Fig. 1: run 1, the metal 1 layer
Scale: 2 px per um. Supply wires on this layer in gray.
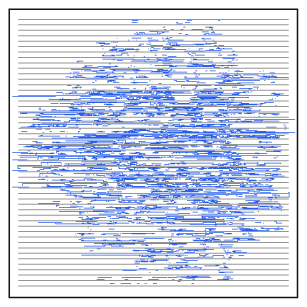
Fig. 2: run 1, signal wires on met2
Scale: 2 px per um.
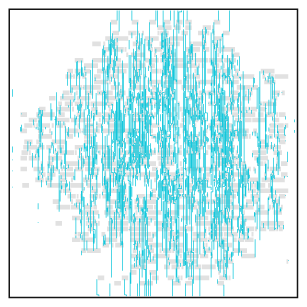
Fig. 3: run 1, signal wires on met3
Scale: 2 px per um.
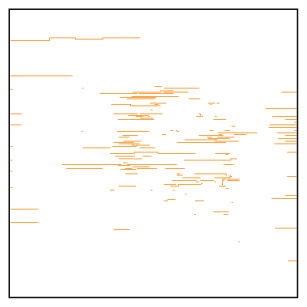
Fig. 4: run 1, signal wires on met4
Scale: 2 px per um. Supply wires on this layer in gray.
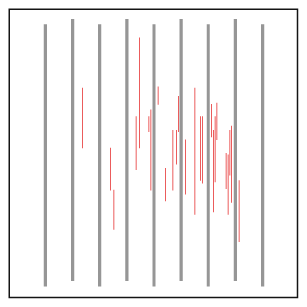
File: src/rtl/hazard_scoreboard.sv
// Register hazard scoreboard for an in-order pipeline: per-register wait counters
// and a multicycle-unit occupancy counter produce the ID stall / issue decision.
module hazard_scoreboard #(
    parameter int MUL_LAT  = 4,
    parameter int LOAD_LAT = 1
) (
    input  logic        clk,
    input  logic        reset,
    input  logic        ID_valid,
    input  logic [4:0]  ID_rs,
    input  logic [4:0]  ID_rt,
    input  logic        ID_uses_rs,
    input  logic        ID_uses_rt,
    input  logic        ID_RegWrite,
    input  logic [4:0]  ID_write_register,
    input  logic        ID_MemRead,
    input  logic        ID_multicycle,
    input  logic        ID_flush,
    output logic        stall,
    output logic        ID_issue,
    output logic [31:0] pending,
    output logic        mdu_busy
);

    logic [2:0] wait_q [32];
    logic [2:0] wait_d [32];
    logic [2:0] mdu_q;
    logic [2:0] mdu_d;
    logic [2:0] lat;
    logic       raw_rs;
    logic       raw_rt;
    logic       waw;
    logic       struct_hz;

    function automatic logic [2:0] sat_dec(input logic [2:0] v);
        return (v == 3'd0) ? 3'd0 : v - 3'd1;
    endfunction

    // Cycles the producer's result stays unforwardable after issue.
    always_comb begin
        lat = 3'd0;
        if (ID_multicycle) begin
            lat = 3'(MUL_LAT);
        end else if (ID_MemRead) begin
            lat = 3'(LOAD_LAT);
        end
    end

    always_comb begin
        raw_rs    = ID_uses_rs && (wait_q[ID_rs] != 3'd0);
        raw_rt    = ID_uses_rt && (wait_q[ID_rt] != 3'd0);
        waw       = ID_RegWrite && (wait_q[ID_write_register] > lat);
        struct_hz = ID_multicycle && (mdu_q != 3'd0);
        stall     = ID_valid && !ID_flush && !reset && (raw_rs || raw_rt || waw || struct_hz);
        ID_issue  = ID_valid && !ID_flush && !stall && !reset;
    end

    always_comb begin
        wait_d[0] = 3'd0;
        for (int r = 1; r < 32; r++) begin
            wait_d[r] = sat_dec(wait_q[r]);
            if (ID_issue && ID_RegWrite && (ID_write_register == 5'(r))) begin
                wait_d[r] = lat;
            end
        end
        mdu_d = sat_dec(mdu_q);
        if (ID_issue && ID_multicycle) begin
            mdu_d = 3'(MUL_LAT);
        end
    end

    always_ff @(posedge clk) begin
        if (reset) begin
            for (int r = 0; r < 32; r++) begin
                wait_q[r] <= 3'd0;
            end
            mdu_q <= 3'd0;
        end else begin
            for (int r = 0; r < 32; r++) begin
                wait_q[r] <= wait_d[r];
            end
            mdu_q <= mdu_d;
        end
    end

    // Status outputs read as idle for the whole reset cycle, not just after the edge.
    always_comb begin
        pending[0] = 1'b0;
        for (int r = 1; r < 32; r++) begin
            pending[r] = !reset && (wait_q[r] != 3'd0);
        end
        mdu_busy = !reset && (mdu_q != 3'd0);
    end

endmodule
File: config.mk
export PLATFORM = sky130hd
export DESIGN_NAME = hazard_scoreboard
export DESIGN_NICKNAME = d
export VERILOG_FILES = /design/src/rtl/hazard_scoreboard.sv
export SDC_FILE = /design/constraint.sdc
export NUM_CORES = 1
export LEC_CHECK = 0
export CORE_MARGIN = 4
export CORE_UTILIZATION = 40
export CTS_CLUSTER_SIZE = 8
export DETAILED_ROUTE_END_ITERATION = 8
export PLACE_DENSITY = 0.63
export SYNTH_ARGS = -nofsm -noshare
export SYNTH_HDL_FRONTEND = slang
export SYNTH_SLANG_ARGS = --single-unit
File: constraint.sdc
create_clock -name clk -period 7.7 [get_ports clk]
set_input_delay 1.925 -clock clk [delete_from_list [all_inputs] [get_ports clk]]
set_output_delay 1.925 -clock clk [all_outputs]
set_load 0.01 [all_outputs]
==> GITHUB_STEP_SUMMARY, run 1 <==
## PnR job results

| Metric | Value |
|---|---|
| Fin crit period | approximately 7.4 ns |
| CTS clk-pin slew, worst paths | around 0.070 ns |
| Net Sw Power | 0.434 mW |
| CP Launch Type | primary input |
| Critical path class | primary input to primary output |
| WP data arrival | around 5.5 ns |
| Clock share of power | a little under two fifths |
| CORE AREA | 18000 um^2 |
| Clock buffer depth | 2 |
| Chip area in the Yosys report | roughly 7300 um^2 |
| Register area share after synthesis | 26.2% |
| Syn nets | 920 |
| Clk sink count | between 90 and 100 |
| Chip Height | 143 um |
| Asr flop ratio synth | 0% |
| Post-synth EDFFs | 0 |
| P_int | 1.04 mW |
| Initial antenna violation count | 0 |
| Main flop type | dfxtp_1 |
| Endpoints failing setup | 0 |
| Pleak | about 4 nW |
| PortBufs | ~57 |
| Adder-cell area share of the yosys netlist | between 10% and 20% |
| Clock skew | about 0.0080 ns |
| Setup TNS | 0 ns |
| Rel. slew slack | slightly below 20% |
| Diode count | 0 |
| CTS tree | done |
| Most used logic cell in the final layout | inv_1 |
| Proportion of layout cells with a drive suffix above 1 | a little over a tenth |
| Nets@finish | between 900 and 1000 |
| Via density | 5.52 |
| Post-route DRC | 0 |
| Die Area | 20600 um^2 |
| Global-route wire length before repair | between 30000 and 40000 um |
| Yosys stat cell total | roughly 800 |
| DRT Pass-1 Iters | 5 |
| Largest family of logic cells by area | simple AND/OR/NAND/NOR gates |
| Worst EP required | ~5.8 ns |
| GPL Wtd Cong | 0.987 |
| Layout Utilization | about 47% |
| Die x size | 143 um |
| PwrDens | between 150 and 200 nW/um^2 |
| 1st-iter DRT viols | around 430 |
| RSZ-0062 raised after global routing | no |
| I/O Pins | between 50 and 60 |
| Post-CTS setup buffer count | 0 |
| Synth flops | approximately 96 |
| Hold_buf cts | 0 |
| Post-synth top area cell | dfxtp_1 |
| Mapped Area | approximately 7300 um^2 |
| CTS resizes | 0 |
| FMAX | 135 MHz |
| Cycle use final | between 90 and 100% |
| Ranking of synthesized cells by area | dfxtp_1, ha_1, mux2i_1, mux4_2, inv_1 |
| Net Sw Frac | a little under 30% |
| Status | finished, final reports clean |
| Worst Path Max Fanout | 35 |
| Worst path cell trace | clkdlybuf4s50_1 -> buf_12 -> mux4_2 -> mux4_2 -> mux2_2 -> ha_1 -> o21ai_0 -> a311oi_1 -> a2bb2oi_4 -> nand2_2 -> and2_1 -> clkdlybuf4s50_1 |
| Synth warn | 0 |
| Layout area overhead | 15.2% |
| Inserted Clock Buffers | 9 |
| Max Cap Violations | 0 |
| Hold violation count in the final report | 0 |
| Largest net degree at the start of global routing | ~60 |
| And+or+nand+nor area frac | between 20% and 30% |
| Number of global-route vias before repair | 5839 |
| Worst path max stage delay | roughly 0.53 ns |
| Top cell area share | a little over a quarter |
| Crit path capture type | primary output |
| Avg Cell Area, Syn | around 9.2 um^2 |
| Worst skew pair latency | ~0.36 ns |
| Clock Tree Root | clkbuf_16 |
| Final max-slew violation count | 0 |
| Std-Cell Rows | 49 |
| Combinational Power Share | between 20% and 30% |
| Worst VDD drop | approximately 0.11 mV |
| Post-synth mux share | between 15 and 20% |
| Tot GR Track Use | between 10% and 20% |
| Global route overflow | 0 |
| Crit-path slowest cell | clkdlybuf4s50_1 |
| Yosys cell types | ~55 |
| Tool Warnings | around 90 |
| Detailed-route wire length per cell | approximately 19 um |
| Xor/xnor share | 0% |
| DP HPWL | around 15000 um |
| H-tree depth | 3 |
| Init Core Util | just over 40% |
| Worst slew pin tran | roughly 1.2 ns |
| Antenna-violating nets left | 0 |
| Aoi share | 6.81% |
| Most frequent cells in the layout | inv_1, ha_1, dfxtp_1, mux2i_1, clkdlybuf4s50_1 |
| Worst hold path type | flip-flop to flip-flop |
| Seq pwr share | a little under two fifths |
| Cell count after synthesis | about 800 |
About Fig. 1:
- share of all routed wire: 43%
- nets with wire on the layer: 830

About Fig. 2:
- main direction: vertical
- nets with wire on the layer: 744
- longest straight run: 47.6 um
- wire length on this layer: 9480 um
- share of all routed wire: 47%
total routed wirelength: 20000 um
vias: 5896
met2 Use GR: 33.0%

About Fig. 3:
- nets with wire on the layer: 102
- longest straight run: 30.6 um
- wire length on this layer: 1140 um

About Fig. 4:
- share of all routed wire: 3.5%
- nets with wire on the layer: 21
- wire length on this layer: 692 um
- longest straight run: 63.2 um

==> run 1: path summary, 6_finish.rpt <==
path	from	to	slack, ns	depth (start not counted)
worst max-delay path	ID_write_register[1]	stall	0.29	12
worst max register to register	wait_q[23][2]	wait_q[16][1]	4.02	10
worst min register to register	mdu_q[0]	mdu_q[0]	0.43	1
worst min-delay path	mdu_q[0]	mdu_q[0]	0.43	1
==> run 1: layer usage <==
metal  vias up  track usage, %  share of wire, %
met5         -               0                 0
met4         0            8.92               3.5
met3        55            3.86               5.7
met2       217            33.0                47
met1      2799            25.2                43
li1       2825               -                 -
==> run 1: area by class of cell <==
class | count | area, um^2
Sequential cell | 96 | 1920
Timing Repair Buffer | 70 | 671
Multi-Input combinational cell | 521 | 4690
Clock inverter | 5 | 128
Tap cell | 229 | 287
Clock buffer | 11 | 243
Inverter | 136 | 510
Fill cell | 1725 | 9570
==> run 1: power by group through the flow <==
stage	Combinational [mW]	Sequential [mW]	Clock, mW
floorplan	0.256	0.556	0
global route	0.400	0.563	0.585
CTS	0.359	0.559	0.565
global placement	0.350	0.570	0
finish	0.358	0.560	0.556
detailed placement	0.356	0.570	0
==> run 1: cell usage after synthesis, types with 11 or more instances <==
cell	instances
a21oi_1	12
and3b_1	29
buf_2	11
clkbuf_1	23
dfxtp_1	96
ha_1	98
inv_1	136
mux2i_1	68
mux4_2	26
nand2_1	44
nand2b_1	38
nand4_2	19
nor2_1	44
nor3_1	27
nor4_1	22
==> run 1: through the flow <==
stage / power, mW / area, um^2 / hold slack [ns] / cells / setup slack [ns]
floorplan: 0.812 / 7340 / 0.401 / 798 / 0.531
global placement: 0.921 / 8080 / 0.410 / 1052 / 0.387
detailed placement: 0.926 / 8080 / 0.420 / 1052 / 0.336
CTS: 1.48 / 8450 / 0.430 / 1068 / 0.298
global route: 1.55 / 8450 / 0.455 / 1068 / 0.111
finish: 1.47 / 8450 / 0.427 / 1068 / 0.285
==> run 1: cell families (layout without fill, tap and decap cells) <==
group	Yosys count	in the layout
and+or+nand+nor	260	260
buffers and inverters	181	222
adders and majority gates	98	98
muxes	96	96
DFF	96	96
AOI/OAI and AO/OA	66	66
other	1	1
==> run 1: worst max-delay path: cells and delay by family <==
kind / cells / cell delay, ns
multiplexers: 3 / 1.09
adder cells (fa/ha/maj): 1 / 0.31
AND/OR/NAND/NOR: 2 / 0.23
buffers and inverters: 3 / 1.25
AND-OR/OR-AND: 3 / 0.64
==> run 1: flip-flops by register name, indices dropped and copies added (netlist names) <==
signal,count
wait_q,93
mdu_q,3
--- run 2 (diff from run 1) ---
==> constraint.sdc (replaced) <==
create_clock -name clk -period 7.7 [get_ports clk]
set_input_delay 1.925 -clock clk [delete_from_list [all_inputs] [get_ports clk]]
set_output_delay 1.925 -clock clk [all_outputs]
set_load 0.005 [all_outputs]
Fig. 5: run 2, signal wires on met4
Scale: 2 px per um. Supply wires on this layer in gray.
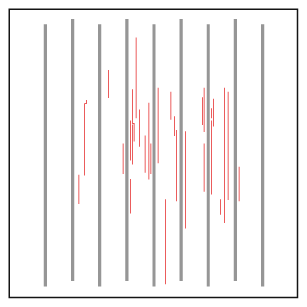
- share of all routed wire: 3.7%
- wire length on this layer: 740 um
- main direction: vertical
total routed wirelength: 20200 um
vias: 5928

==> run 2 against run 1 <==
Clock-buffer cell count is 2 lower; global-route usage hardly changed; cell count stayed put; clock skew is 0.0028 ns higher; maximum frequency is 1.4% higher; sequential power hardly changed; die size stayed put; non-clock buffer count stayed put; via count is 0.54% higher; critical path depth stayed put.
==> GITHUB_STEP_SUMMARY, run 2 <==
## PnR job results

| Metric | Value |
|---|---|
| RSZ-0062 raised after global routing | no |
| Synth flops | 96 (unchanged) |
| Syn nets | 920 (unchanged) |
| 1st-iter DRT viols | 471 (+11%) |
| Crit-path slowest cell | clkdlybuf4s50_1 |
| Worst EP required | 5.78 ns (about the same) |
| Post-synth EDFFs | 0 (unchanged) |
| Worst skew pair latency | 0.36 ns (about the same) |
| Chip Height | 143 um (unchanged) |
| Detailed-route wire length per cell | 18.9 um (+0.81%) |
| Final max-slew violation count | 0 (unchanged) |
| Yosys stat cell total | 798 (unchanged) |
| Clk sink count | 96 (unchanged) |
| Final Cell Area | 8450 um^2 (about the same) |
| CP Launch Type | primary input |
| Crit path capture type | primary output |
| Reg-to-Reg End | wait_q[31][1] |
| Status | finished, final reports clean |
| Post-synth top area cell | dfxtp_1 |
| Clock skew | 0.0109 ns (+0.00284 ns) |
| Hold_buf cts | 0 (unchanged) |
| Most flop-heavy register | wait_q |
| Clock buffer depth | 2 (unchanged) |
| Tool Warnings | 90 (unchanged) |
| Largest net degree at the start of global routing | 41 (-32%) |
| Most used logic cell in the final layout | inv_1 |
| Combinational Power Share | 23.9% (-0.4 points) |
| Cell Count Post-Placement | 1052 (unchanged) |
| Met2 WL | 9490 um (+0.12%) |
| CP Buf/Inv Count | 3 (unchanged) |
| DRT Pass-1 Iters | 6 (+1) |
| Top cells by count | inv_1, ha_1, dfxtp_1 |
| Clock Tree Root | clkbuf_16 |
| Initial antenna violation count | 0 (unchanged) |
| Worst path cell trace | clkdlybuf4s50_1 -> buf_12 -> mux4_2 -> mux4_2 -> mux2_2 -> ha_1 -> o21ai_0 -> a311oi_1 -> a2bb2oi_4 -> nand2_2 -> and2_1 -> clkdlybuf4s50_1 |
| Cells on worst reg2reg path | 10 (unchanged) |
| Cycle use final | 95.0% (-1.3 points) |
| Top cell area share | 26.2% (unchanged) |
| Flop2flop setup slack | 4.11 ns (+0.09 ns) |
| GPL Wtd Cong | 0.978 (-0.92%) |
| I/O Pins | 59 (unchanged) |
| Cell count after synthesis | 798 (unchanged) |
| Worst Path Max Fanout | 35 (unchanged) |
| DP HPWL | 15500 um (+2.0%) |
| Top Registers | wait_q (93), mdu_q (3) |
| CORE AREA | 18000 um^2 (unchanged) |
| Die x size | 143 um (unchanged) |
| Largest register FFs | 93 (unchanged) |
| Levels on crit path | 12 (unchanged) |
| CTS tree | done |
| Diode count | 0 (unchanged) |
| Global route overflow | 0 (unchanged) |
| Tot GR Track Use | 19.9% (about the same) |
| Proportion of layout cells with a drive suffix above 1 | 10.7% (+0.12 points) |
| CTS resizes | 0 (unchanged) |
| Placed cell area | 8080 um^2 (unchanged) |
| Fillers | 1732 (+0.41%) |
| Worst hold path type | flip-flop to flip-flop |
| Max Used Layer | met4 |
| Post-route DRC | 0 (unchanged) |
| Register area share after synthesis | 26.2% (unchanged) |
| Critical path capture point | stall |
| Most numerous cell in the Yosys netlist | inv_1 |
| Via density | 5.55 (+0.54%) |
Fig. 6: run 2, cell placement
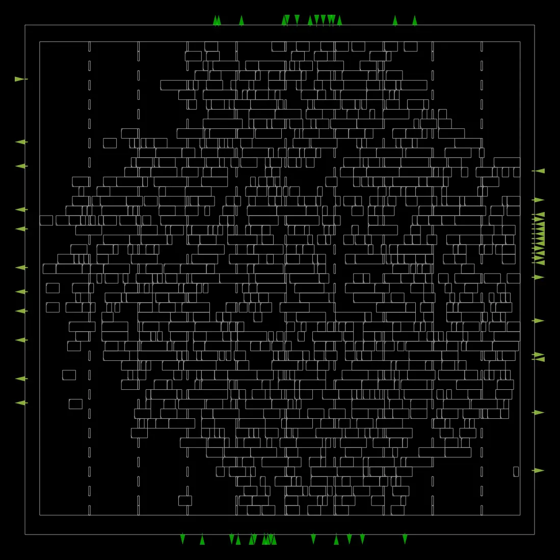
Seq cells: 96
Layout Cells excl Fill: 1068
sequential cell area share: 22.7%

## run 2: cell counts after synthesis
Identical to the previous run, type by type.
## run 2: routing by layer
metal / track usage [%] / vias up
li1: - / 2829
met1: 25.7 / 2838
met2: 32.8 / 199
met3: 3.53 / 62
met4: 8.67 / 0
met5: 0 / -
## run 2: final cells by class
| class | instances | area [um^2] | share of cell area (%) |
|---|---|---|---|
| repair buffers | 70 | 671 | 7.94 |
| well taps | 229 | 287 | 3.39 |
| clock buffers | 9 | 225 | 2.67 |
| multi-input cells | 521 | 4690 | 55.5 |
| inverters | 136 | 510 | 6.04 |
| clock inverters | 7 | 141 | 1.67 |
| flip-flops and latches | 96 | 1920 | 22.7 |
## run 2: logic make-up after synthesis
family	count (synthesis)	share of synthesized area [%]
other cells	1	0.0511
buf+inv	181	10.1
fa+ha+maj	98	16.7
flops	96	26.2
mux	96	17.6
compound gates	66	6.81
simple gates	260	22.6
## run 2: worst register-to-register path: stages (launching register included)
cell     delay, ns
dfxtp_1       0.39
mux4_2        0.48
mux4_2        0.49
mux2_2        0.28
ha_1          0.31
a21oi_1       0.13
o22ai_1       0.11
a31oi_4       0.18
buf_4         0.49
nand4_1       0.34
and3b_1       0.28
## run 2: power groups by stage
stage	Combinational [mW]	Clock, mW	Sequential [mW]
floorplan	0.250	0	0.556
CTS	0.353	0.564	0.559
global route	0.393	0.584	0.563
global placement	0.343	0	0.571
detailed placement	0.350	0	0.570
finish	0.350	0.555	0.560
## run 2: metrics by stage
stage,setup slack (ns),hold slack (ns)
after floorplan,0.631,0.401
after global placement,0.448,0.412
after detailed placement,0.410,0.420
after CTS,0.391,0.431
after global routing,0.254,0.458
final,0.386,0.424
## run 2: how the worst min path moves through the flow
stage	end	start	slack, ns
after global placement	mdu_q[0]	mdu_q[0]	0.41
final	mdu_q[0]	mdu_q[0]	0.42
after detailed placement	mdu_q[0]	mdu_q[0]	0.42
after global routing	mdu_q[0]	mdu_q[0]	0.46
after floorplan	mdu_q[0]	mdu_q[0]	0.40
after CTS	mdu_q[0]	mdu_q[0]	0.43
--- run 3 (diff from run 2) ---
Settings changed: CORE_MARGIN 4 to 3, SETUP_SLACK_MARGIN from default to 0.02.
Fig. 7: run 3, signal wires on met2
Scale: 2 px per um.
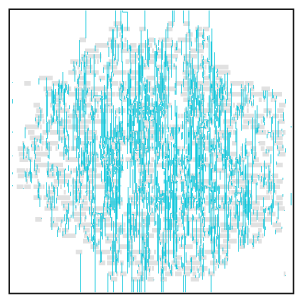
- nets with wire on the layer: 747
- wire length on this layer: 9320 um
- share of all routed wire: 47%
- main direction: vertical
- longest straight run: 59.8 um
total routed wirelength: 19800 um
vias: 5907
met2 Use GR: 33.4%

==> run 3 against run 2 <==
Clock skew is 0.0043 ns lower; highest routed layer unchanged; cell count stayed put; via count is 0.35% lower; clock-buffer cell count is 2 higher; total power is 4.3% lower; largest cell class unchanged.
==> GITHUB_STEP_SUMMARY, run 3 <==
## PnR job results

| Metric | Value |
|---|---|
| RSZ-0062 raised after global routing | no |
| Die Area | around 20000 um^2 |
| Top cell area share | 26.2% (unchanged) |
| Crit-path slowest cell | clkdlybuf4s50_1 |
| Most used logic cell in the final layout | inv_1 |
| Worst skew pair latency | 0.36 ns (about the same) |
| Hold violation count in the final report | 0 |
| Number of global-route vias before repair | approximately 5900 |
| Setup TNS | 0 ns |
| Worst VDD drop | between 0.1 and 0.15 mV |
| Final max-slew violation count | 0 (unchanged) |
| CORE AREA | 17600 um^2 (-2.4%) |
| Asr flop ratio synth | 0% |
| Cycle use final | 95.7% (+0.73 points) |
| Tot GR Track Use | 20.2% (+0.29 points) |
| Top cells by count | inv_1, ha_1, dfxtp_1 |
| Via density | 5.53 (-0.35%) |
| Syn nets | 920 (unchanged) |
| PortBufs | 57 |
| Endpoints failing setup | 0 |
| CTS resizes | 0 (unchanged) |
| Ranking of synthesized cells by area | dfxtp_1, ha_1, mux2i_1, mux4_2, inv_1 |
| GPL Wtd Cong | 0.950 (-2.9%) |
| Clk sink count | 96 (unchanged) |
| Post-route DRC | 0 (unchanged) |
| Clock Tree Root | clkbuf_16 |
| Die x size | 141 um (-1.4%) |
| Cells on worst reg2reg path | 10 (unchanged) |
| Pleak | 4.03 nW |
| Initial antenna violation count | 0 (unchanged) |
| Global-route wire length before repair | about 32000 um |
| Most frequent cells in the layout | inv_1, ha_1, dfxtp_1, mux2i_1, clkdlybuf4s50_1 |
| Cell count after synthesis | 798 (unchanged) |
| Crit path capture type | primary output |
| Status | finished, final reports clean |
| Worst hold path type | flip-flop to flip-flop |
| Register area share after synthesis | 26.2% (unchanged) |
| Clock skew | 0.00661 ns (-0.00428 ns) |
| Largest register FFs | 93 (unchanged) |
| Chip area in the Yosys report | 7340 um^2 |
| Clock share of power | 35.0% |
| Clock buffer depth | 2 (unchanged) |
| Setup WS pre-CTS | 0.378 ns (-0.0320 ns) |
| Reg-to-Reg End | wait_q[19][1] |
| Post-CTS setup buffer count | 0 |
| Antenna-violating nets left | 0 |
| Worst Path Max Fanout | 35 (unchanged) |
| Chip Height | 141 um (-1.4%) |
| Max Cap Violations | 0 |
| 1st-iter DRT viols | 504 (+7.0%) |
| Flop2flop setup slack | 4.06 ns (-0.05 ns) |
| DP HPWL | 15300 um (-1.3%) |
| CP Buf/Inv Count | 3 (unchanged) |
| Post-synth EDFFs | 0 (unchanged) |
| Worst path cell trace | clkdlybuf4s50_1 -> buf_12 -> mux4_2 -> mux4_2 -> mux2_2 -> ha_1 -> o21ai_0 -> a311oi_1 -> a2bb2oi_4 -> nand2_2 -> and2_1 -> clkdlybuf4s50_1 |
| Cell Count Post-Placement | 1052 (unchanged) |
| Tool Warnings | 90 (unchanged) |
| Global route overflow | 0 (unchanged) |
| CTS clk-pin slew, worst paths | about 0.060 ns |
| Top Registers | wait_q (93), mdu_q (3) |
| Seq pwr share | between 30% and 40% |
| CTS tree | done |
| Hold Path Stages | 1 |
| Min setup slack post-route | 0.330 ns (-0.0559 ns) |
| Hold_buf cts | 0 (unchanged) |
| Most numerous cell in the Yosys netlist | inv_1 |
| Rel. slew slack | 19.7% |
| DRT Pass-1 Iters | 5 (-1) |
| Yosys cell types | around 55 |
| Hold Path End | mdu_q[0] |
| Synth flops | 96 (unchanged) |
| Worst Hold Launch | mdu_q[0] |
| Detailed-route wire length per cell | 18.6 um (-1.6%) |
| Most flop-heavy register | wait_q |
| Yosys stat cell total | 798 (unchanged) |
| Largest net degree at the start of global routing | 45 (+9.8%) |
| Post-synth top area cell | dfxtp_1 |
| CP Launch Type | primary input |
| Diode count | 0 (unchanged) |
| Layout Cells excl Fill | 1068 (unchanged) |
| Worst EP required | 5.78 ns (about the same) |
| Proportion of layout cells with a drive suffix above 1 | 10.9% (+0.19 points) |
| Combinational Power Share | 25.1% (+1.2 points) |
| Kind of cell adding the most delay to the critical path | buffers and inverters |
| I/O Pins | 59 (unchanged) |
Fig. 8: run 3, signal wires on met3
Scale: 3 px per um.
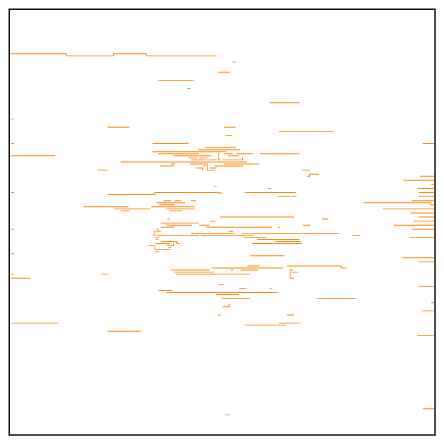
- share of all routed wire: 5.9%
- longest straight run: 41.9 um

[run 3: power groups by stage]
| stage | Combinational, mW | Sequential (mW) | Clock [mW] |
|---|---|---|---|
| 2_1_floorplan | 0.250 | 0.556 | 0 |
| 3_3_place_gp | 0.343 | 0.570 | 0 |
| 3_5_place_dp | 0.351 | 0.569 | 0 |
| 4_1_cts | 0.354 | 0.558 | 0.500 |
| 5_1_grt | 0.396 | 0.562 | 0.522 |
| 6_report | 0.353 | 0.560 | 0.491 |
[run 3: worst max path at each step]
stage                    end  slack, ns                 start  cells after the start
finish                 stall       0.33  ID_write_register[1]                     12
CTS                    stall       0.35  ID_write_register[1]                     12
global placement       stall       0.42  ID_write_register[1]                     12
detailed placement     stall       0.38  ID_write_register[1]                     12
global route           stall       0.21  ID_write_register[1]                     12
floorplan           ID_issue       0.63  ID_write_register[0]                     12
[run 3: cell families (layout without fill, tap and decap cells)]
| group | count (synthesis) | after routing | synth area share [%] |
|---|---|---|---|
| adders and majority gates | 98 | 98 | 16.7 |
| AOI/OAI and AO/OA | 66 | 66 | 6.81 |
| other | 1 | 1 | 0.0511 |
| buffers and inverters | 181 | 226 | 10.1 |
| DFF | 96 | 96 | 26.2 |
| and+or+nand+nor | 260 | 260 | 22.6 |
| muxes | 96 | 96 | 17.6 |
[run 3: routing by layer]
layer | track usage (%) | up-vias | routed length [um]
met3 | 3.91 | 48 | 1160
met4 | 7.22 | 0 | 587
met1 | 26.4 | 2796 | 8750
met5 | 0 | - | 0
li1 | - | 2838 | -
met2 | 33.4 | 225 | 9320
[run 3: area by class of cell]
type | instances | area, um^2
flip-flops and latches | 96 | 1920
inverters | 136 | 510
repair buffers | 74 | 701
well taps | 225 | 282
fillers | 1710 | 9170
clock inverters | 5 | 80.1
multi-input cells | 521 | 4690
clock buffers | 11 | 243
[run 3: per-stage QoR]
step / utilization [%] / hold WS [ns] / area, um^2 / power, mW
2_1_floorplan: - / 0.401 / 7340 / 0.806
3_3_place_gp: 46.1 / 0.412 / 8100 / 0.913
3_5_place_dp: 46.1 / 0.417 / 8100 / 0.920
4_1_cts: 47.9 / 0.427 / 8430 / 1.41
5_1_grt: 47.9 / 0.476 / 8430 / 1.48
6_report: 47.9 / 0.423 / 8430 / 1.40
Power and IR drop assume default switching activity.
